[src/rtl/wb_arbiter_if.sv]
// Write-back arbiter bus bundle.
// Groups the primary/secondary request streams, the register-file write port
// (W/WD/WE), hazard/stall outputs, the error flag and the statistics counters.
//   master : request source and observer (pipeline side / testbench)
//   slave  : the arbiter itself
interface wb_arbiter_if;
  logic        pri_valid;
  logic [4:0]  pri_addr;
  logic [31:0] pri_data;
  logic        sec_valid;
  logic        sec_ready;
  logic [4:0]  sec_addr;
  logic [31:0] sec_data;
  logic [4:0]  W;
  logic [31:0] WD;
  logic        WE;
  logic        stall;
  logic [31:0] busy_mask;
  logic        err;
  logic [15:0] stat_stall;
  logic [15:0] stat_kill;

  modport master (
    output pri_valid, pri_addr, pri_data, sec_valid, sec_addr, sec_data,
    input  sec_ready, W, WD, WE, stall, busy_mask, err, stat_stall, stat_kill
  );

  modport slave (
    input  pri_valid, pri_addr, pri_data, sec_valid, sec_addr, sec_data,
    output sec_ready, W, WD, WE, stall, busy_mask, err, stat_stall, stat_kill
  );
endinterface

[src/rtl/wb_arbiter.sv]
// Write-back arbiter: merges the in-order pipeline result (primary, always
// wins) and the mul/div result (secondary, buffered in a DEPTH-entry FIFO)
// onto the single register-file write port.
// Ports:
//   clk, rst   : clock, synchronous active-high reset
//   bus.slave  : primary/secondary requests, registered W/WD/WE, stall,
//                busy_mask (pending secondary writes), sticky err,
//                stat_stall/stat_kill counters.
// Build option: define WB_STATS_EN to build the 16-bit saturating statistics
// counters; otherwise the stat ports are tied to 0.
module wb_arbiter #(
  parameter int unsigned DEPTH    = 4,
  parameter int unsigned MAX_WAIT = 8
) (
  input  logic        clk,
  input  logic        rst,
  wb_arbiter_if.slave bus
);
  localparam int unsigned AW   = 5;
  localparam int unsigned DW   = 32;
  localparam int unsigned NREG = 32;
  localparam int unsigned PW   = $clog2(DEPTH);
  localparam int unsigned CW   = $clog2(DEPTH + 1);
  localparam int unsigned GW   = $clog2(MAX_WAIT + 1);
  localparam int unsigned SW   = 16;

  typedef struct packed {
    logic [AW-1:0] addr;
    logic [DW-1:0] data;
  } entry_t;

  entry_t            mem [DEPTH];
  logic [DEPTH-1:0]  live;
  logic [DEPTH-1:0]  live_nxt;
  logic [DEPTH-1:0]  kill_vec;
  logic [PW-1:0]     rd_ptr;
  logic [PW-1:0]     wr_ptr;
  logic [CW-1:0]     count;
  logic [CW-1:0]     count_nxt;
  logic [GW-1:0]     age;
  logic [AW-1:0]     w_q;
  logic [DW-1:0]     wd_q;
  logic              we_q;
  logic              we_sec_q;
  logic              err_q;

  entry_t            head;
  logic              head_valid;
  logic              head_live;
  logic              pri_acc;
  logic              enq;
  logic              deq;
  logic              issue_sec;
  logic              sec_ready_c;
  logic              stall_c;
  logic [NREG-1:0]   busy_c;

  // Handshake, issue selection, kill vector and next FIFO state.
  always_comb begin
    head        = mem[rd_ptr];
    head_valid  = (count != '0);
    head_live   = head_valid && live[rd_ptr];
    pri_acc     = bus.pri_valid && (bus.pri_addr != '0);
    sec_ready_c = !rst && (count != CW'(DEPTH));
    enq         = bus.sec_valid && sec_ready_c && (bus.sec_addr != '0);
    issue_sec   = head_live && !pri_acc;
    // A dead head leaves immediately; a live head leaves only when issued.
    deq         = head_valid && (!live[rd_ptr] || !pri_acc);
    stall_c     = (count == CW'(DEPTH)) || (head_live && (age == GW'(MAX_WAIT)));

    for (int i = 0; i < int'(DEPTH); i++) begin
      kill_vec[i] = pri_acc && live[i] && (mem[i].addr == bus.pri_addr);
    end

    // Live is only ever set on occupied slots, so it doubles as occupancy
    // for the kill and busy logic; the enqueue slot is applied after kill.
    live_nxt = live & ~kill_vec;
    if (deq) live_nxt[rd_ptr] = 1'b0;
    if (enq) live_nxt[wr_ptr] = 1'b1;

    case ({enq, deq})
      2'b10:   count_nxt = count + CW'(1);
      2'b01:   count_nxt = count - CW'(1);
      default: count_nxt = count;
    endcase
  end

  // Pending-write mask: live FIFO entries plus a secondary write on the port.
  always_comb begin
    busy_c = '0;
    for (int i = 0; i < int'(DEPTH); i++) begin
      if (live[i]) busy_c[mem[i].addr] = 1'b1;
    end
    if (we_sec_q) busy_c[w_q] = 1'b1;
    busy_c[0] = 1'b0;
  end

  // FIFO payload storage (no reset needed, guarded by live bits).
  always_ff @(posedge clk) begin
    if (enq) begin
      mem[wr_ptr].addr <= bus.sec_addr;
      mem[wr_ptr].data <= bus.sec_data;
    end
  end

  // Control state, write port and error flag.
  always_ff @(posedge clk) begin
    if (rst) begin
      rd_ptr   <= '0;
      wr_ptr   <= '0;
      count    <= '0;
      live     <= '0;
      age      <= '0;
      w_q      <= '0;
      wd_q     <= '0;
      we_q     <= 1'b0;
      we_sec_q <= 1'b0;
      err_q    <= 1'b0;
    end else begin
      live  <= live_nxt;
      count <= count_nxt;
      if (enq) wr_ptr <= wr_ptr + PW'(1);
      if (deq) rd_ptr <= rd_ptr + PW'(1);

      if (!head_valid || deq) begin
        age <= '0;
      end else if (head_live && (age != GW'(MAX_WAIT))) begin
        age <= age + GW'(1);
      end

      if (pri_acc) begin
        w_q      <= bus.pri_addr;
        wd_q     <= bus.pri_data;
        we_q     <= 1'b1;
        we_sec_q <= 1'b0;
      end else if (issue_sec) begin
        w_q      <= head.addr;
        wd_q     <= head.data;
        we_q     <= 1'b1;
        we_sec_q <= 1'b1;
      end else begin
        we_q     <= 1'b0;
        we_sec_q <= 1'b0;
      end

      if (bus.pri_valid && stall_c) err_q <= 1'b1;
    end
  end

  assign bus.sec_ready = sec_ready_c;
  assign bus.stall     = stall_c;
  assign bus.busy_mask = busy_c;
  assign bus.W         = w_q;
  assign bus.WD        = wd_q;
  assign bus.WE        = we_q;
  assign bus.err       = err_q;

`ifdef WB_STATS_EN
  localparam int unsigned SW1 = SW + 1;

  logic [SW-1:0] stat_stall_q;
  logic [SW-1:0] stat_kill_q;
  logic [CW-1:0] kill_cnt;
  logic [SW:0]   kill_sum;

  // Number of entries killed this cycle, added with saturation.
  always_comb begin
    kill_cnt = '0;
    for (int i = 0; i < int'(DEPTH); i++) begin
      kill_cnt = kill_cnt + CW'(kill_vec[i]);
    end
    kill_sum = {1'b0, stat_kill_q} + SW1'(kill_cnt);
  end

  always_ff @(posedge clk) begin
    if (rst) begin
      stat_stall_q <= '0;
      stat_kill_q  <= '0;
    end else begin
      if (stall_c && (stat_stall_q != '1)) stat_stall_q <= stat_stall_q + SW'(1);
      stat_kill_q <= kill_sum[SW] ? '1 : kill_sum[SW-1:0];
    end
  end

  assign bus.stat_stall = stat_stall_q;
  assign bus.stat_kill  = stat_kill_q;
`else
  assign bus.stat_stall = SW'(0);
  assign bus.stat_kill  = SW'(0);
`endif

endmodule

[src/flat_wrapper.sv]
// flat-port wrapper written by rule: the top's interface ports become plain ports
module wb_arbiter_flat 
#(
  parameter int unsigned DEPTH    = 4,
  parameter int unsigned MAX_WAIT = 8
)
  (clk, rst, bus_pri_valid, bus_pri_addr, bus_pri_data, bus_sec_valid, bus_sec_addr, bus_sec_data, bus_sec_ready, bus_W, bus_WD, bus_WE, bus_stall, bus_busy_mask, bus_err, bus_stat_stall, bus_stat_kill);
  wb_arbiter_if bus_i ();
  input  logic clk;
  input  logic rst;
  input wire logic [$bits(bus_i.pri_valid)-1:0] bus_pri_valid;
  input wire logic [$bits(bus_i.pri_addr)-1:0] bus_pri_addr;
  input wire logic [$bits(bus_i.pri_data)-1:0] bus_pri_data;
  input wire logic [$bits(bus_i.sec_valid)-1:0] bus_sec_valid;
  input wire logic [$bits(bus_i.sec_addr)-1:0] bus_sec_addr;
  input wire logic [$bits(bus_i.sec_data)-1:0] bus_sec_data;
  output wire logic [$bits(bus_i.sec_ready)-1:0] bus_sec_ready;
  output wire logic [$bits(bus_i.W)-1:0] bus_W;
  output wire logic [$bits(bus_i.WD)-1:0] bus_WD;
  output wire logic [$bits(bus_i.WE)-1:0] bus_WE;
  output wire logic [$bits(bus_i.stall)-1:0] bus_stall;
  output wire logic [$bits(bus_i.busy_mask)-1:0] bus_busy_mask;
  output wire logic [$bits(bus_i.err)-1:0] bus_err;
  output wire logic [$bits(bus_i.stat_stall)-1:0] bus_stat_stall;
  output wire logic [$bits(bus_i.stat_kill)-1:0] bus_stat_kill;
  assign bus_i.pri_valid = bus_pri_valid;
  assign bus_i.pri_addr = bus_pri_addr;
  assign bus_i.pri_data = bus_pri_data;
  assign bus_i.sec_valid = bus_sec_valid;
  assign bus_i.sec_addr = bus_sec_addr;
  assign bus_i.sec_data = bus_sec_data;
  assign bus_sec_ready = bus_i.sec_ready;
  assign bus_W = bus_i.W;
  assign bus_WD = bus_i.WD;
  assign bus_WE = bus_i.WE;
  assign bus_stall = bus_i.stall;
  assign bus_busy_mask = bus_i.busy_mask;
  assign bus_err = bus_i.err;
  assign bus_stat_stall = bus_i.stat_stall;
  assign bus_stat_kill = bus_i.stat_kill;
  wb_arbiter #(.DEPTH(DEPTH), .MAX_WAIT(MAX_WAIT)) u_core (.clk(clk), .rst(rst), .bus(bus_i));
endmodule
[config.mk]
export PLATFORM = sky130hd
export DESIGN_NAME = wb_arbiter_flat
export DESIGN_NICKNAME = d
export VERILOG_FILES = /design/src/rtl/wb_arbiter_if.sv /design/src/rtl/wb_arbiter.sv /design/src/flat_wrapper.sv
export SDC_FILE = /design/constraint.sdc
export NUM_CORES = 1
export LEC_CHECK = 0
export CAP_MARGIN = 20
export CORE_MARGIN = 5
export CORE_UTILIZATION = 45
export CTS_BUF_LIST = sky130_fd_sc_hd__clkbuf_4 sky130_fd_sc_hd__clkbuf_8
export CTS_CLUSTER_DIAMETER = 150
export DETAILED_ROUTE_END_ITERATION = 8
export PLACE_DENSITY = 0.66
export SETUP_SLACK_MARGIN = 0.02
export SKIP_LAST_GASP = 1
export SYNTH_ARGS = -nofsm -noshare
export SYNTH_HDL_FRONTEND = slang
export SYNTH_SLANG_ARGS = --single-unit
[constraint.sdc]
create_clock -name clk -period 3.15 [get_ports clk]
set_input_delay 0.315 -clock clk [delete_from_list [all_inputs] [get_ports clk]]
set_output_delay 0.315 -clock clk [all_outputs]
set_load 0.02 [all_outputs]
==> run notes <==
impl run done, here's what came out: Leak=3.99 nW, Post-synth seq share=between 50% and 60%, commonest cells in the netlist=edfxtp_1, nor3b_1, dfxtp_1, fa+ha+maj area frac=around 1.6%, crit path DAT=between 2 and 3 ns, DRT iter0 DRCs=501, worst setup path start=u_core.live[1]$_SDFF_PP0_, combinational power share=24.8%, Post-CTS Hold Fix Bufs=0, chip area in the Yosys report=approximately 9800 um2, Post-synth EDFFs=approximately 150, Post-CTS Resized=0, slowest stage delay, CP=0.61 ns, relative slew slack=between 50% and 60%, RD Place Congestion=around 0.95, Synth Register Bits=approximately 210, Post-Synthesis Cells=approximately 750, DRC viols=0, slew at the pin closest to its max-slew limit=approximately 0.70 ns, Internal Power=around 5 mW, min-delay src=bus_pri_data[30], register area=~5600 um2, Sw Pwr=between 2 and 2.5 mW, Late-Pin Clk Latency=between 0.5 and 0.6 ns, critical path required time=roughly 2.8 ns, outcome=finished clean, final hold vios=0, Cell Area, Placed=11500 um2, crit end category=output pin, and+or+nand+nor area frac=between 10% and 20%, vias in the first global route=between 6k and 7k, RR Endpoint=u_core.count[2]$_SDFFE_PP0P_, Netlist cell types=just under 50, AO/OA Area Share=roughly 10%, met3 wire length=between 2000 and 2500 um, first-pass GRT wire length=roughly 39000 um, R2R setup slack=between 0.4 and 0.5 ns, initial antenna violation count=1, global route total overflow=0, WHS Path Cells=2, Fmax=329 MHz, critical path launch point type=flip-flop
## power by group through the flow
stage,registers [mW],clock network [mW],logic [mW]
2_1_floorplan,3.33,0,1.25
3_3_place_gp,3.38,0,1.79
3_5_place_dp,3.38,0,1.80
4_1_cts,3.33,2.15,1.81
5_1_grt,3.36,2.28,1.94
6_report,3.33,2.10,1.79
## area by class of cell
| cell class | count | area share [%] |
|---|---|---|
| timing repair buffer | 170 | 14.2 |
| clock buffer | 44 | 4.42 |
| clock inverter | 14 | 0.557 |
| multi-input combinational | 470 | 31.3 |
| sequential | 205 | 46.0 |
| tap | 280 | 2.89 |
| inverter | 20 | 0.618 |
PDN straps and rails:
Bar = 50 um. Pins as bars on the die edge. Tap cells in gray.
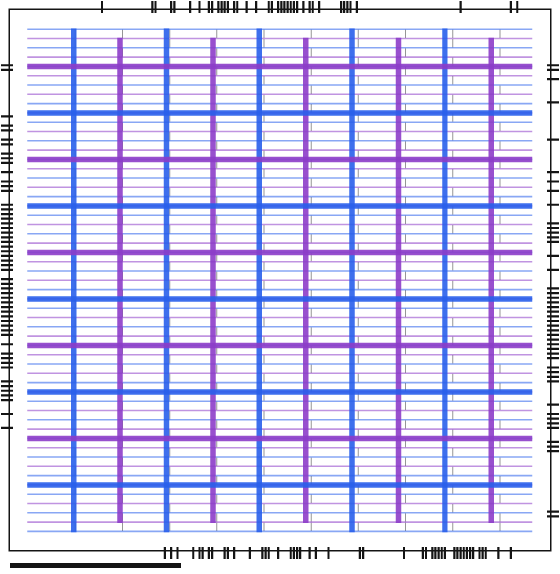
Key: VSS = blue; VDD = purple
183 signal pins sit on the boundary. 55 met1 rails follow the rows. 10 straps on met4. 10 straps on met5. The core has 54 rows.
Die Ht: 158 um
Core Box Area: 21700 um2
maximum VDD drop: 343 uV
Horiz. Die Dim: 158 um

Cell classes on the final placement:
Bar = 50 um.
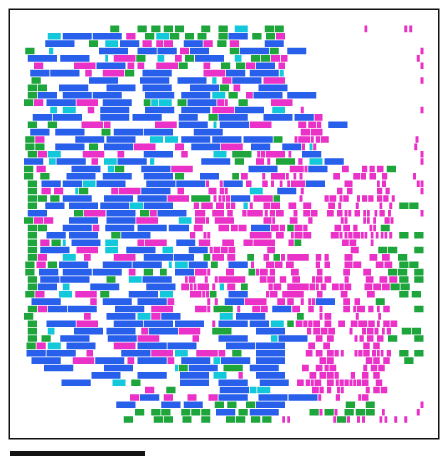
Key: registers = blue [cells 205, share of their area 47%]; remaining buffers and delay cells = green [cells 170, share of their area 15%]; clock drivers and dummy loads = cyan [cells 58, share of their area 5.1%]; remaining logic cells = magenta [cells 490, share of their area 33%]
Seq area share: 46.0%
row count: 54

Routed clock nets over the placement:
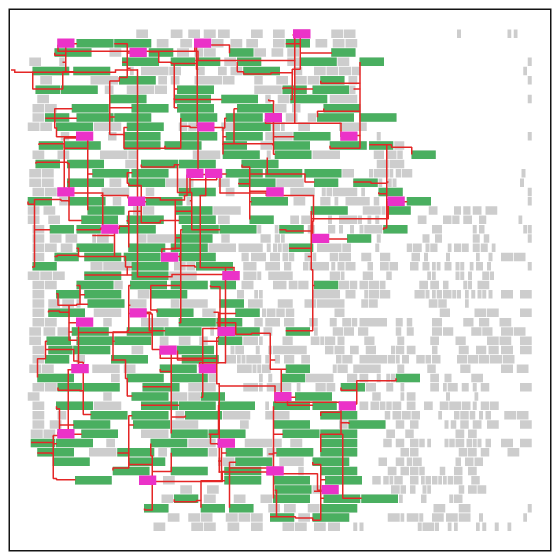
Key: flip-flops = green [count 205]; clock-net drivers = magenta [count 31]; clock wires = red [length 2490 um]
There are 32 routed clock nets.
Clk pwr share: 29.1%
clock group power: 2.10 mW

Signal wires by layer:
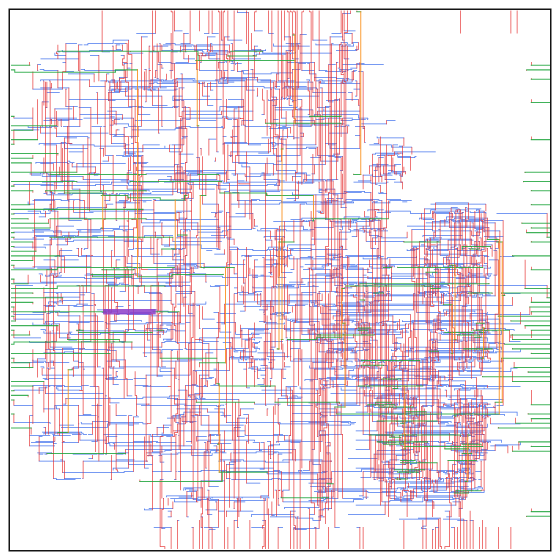
Key: M4 = orange [wire length 577 um]; M3 = green [wire length 2070 um]; M5 = purple [wire length 13.8 um]; M2 = red [wire length 12300 um]; M1 = blue [wire length 10400 um]
drt wl/cell: 21.1 um
Total GRT Usage: 20.0%
Post-Route WL: 25300 um
total number of vias: 6912

Routing congestion:
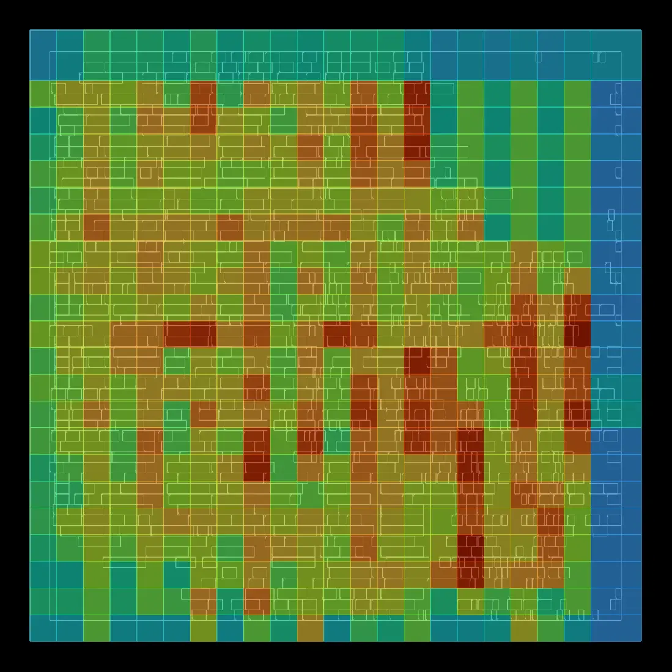
met1 Track Usage GR: 26.5%
grt peak-use layer: met2
Final Core Density: 56.0%
met3 usage: 3.80%

Power figures rest on the tool's default switching activity, not on a simulated workload.
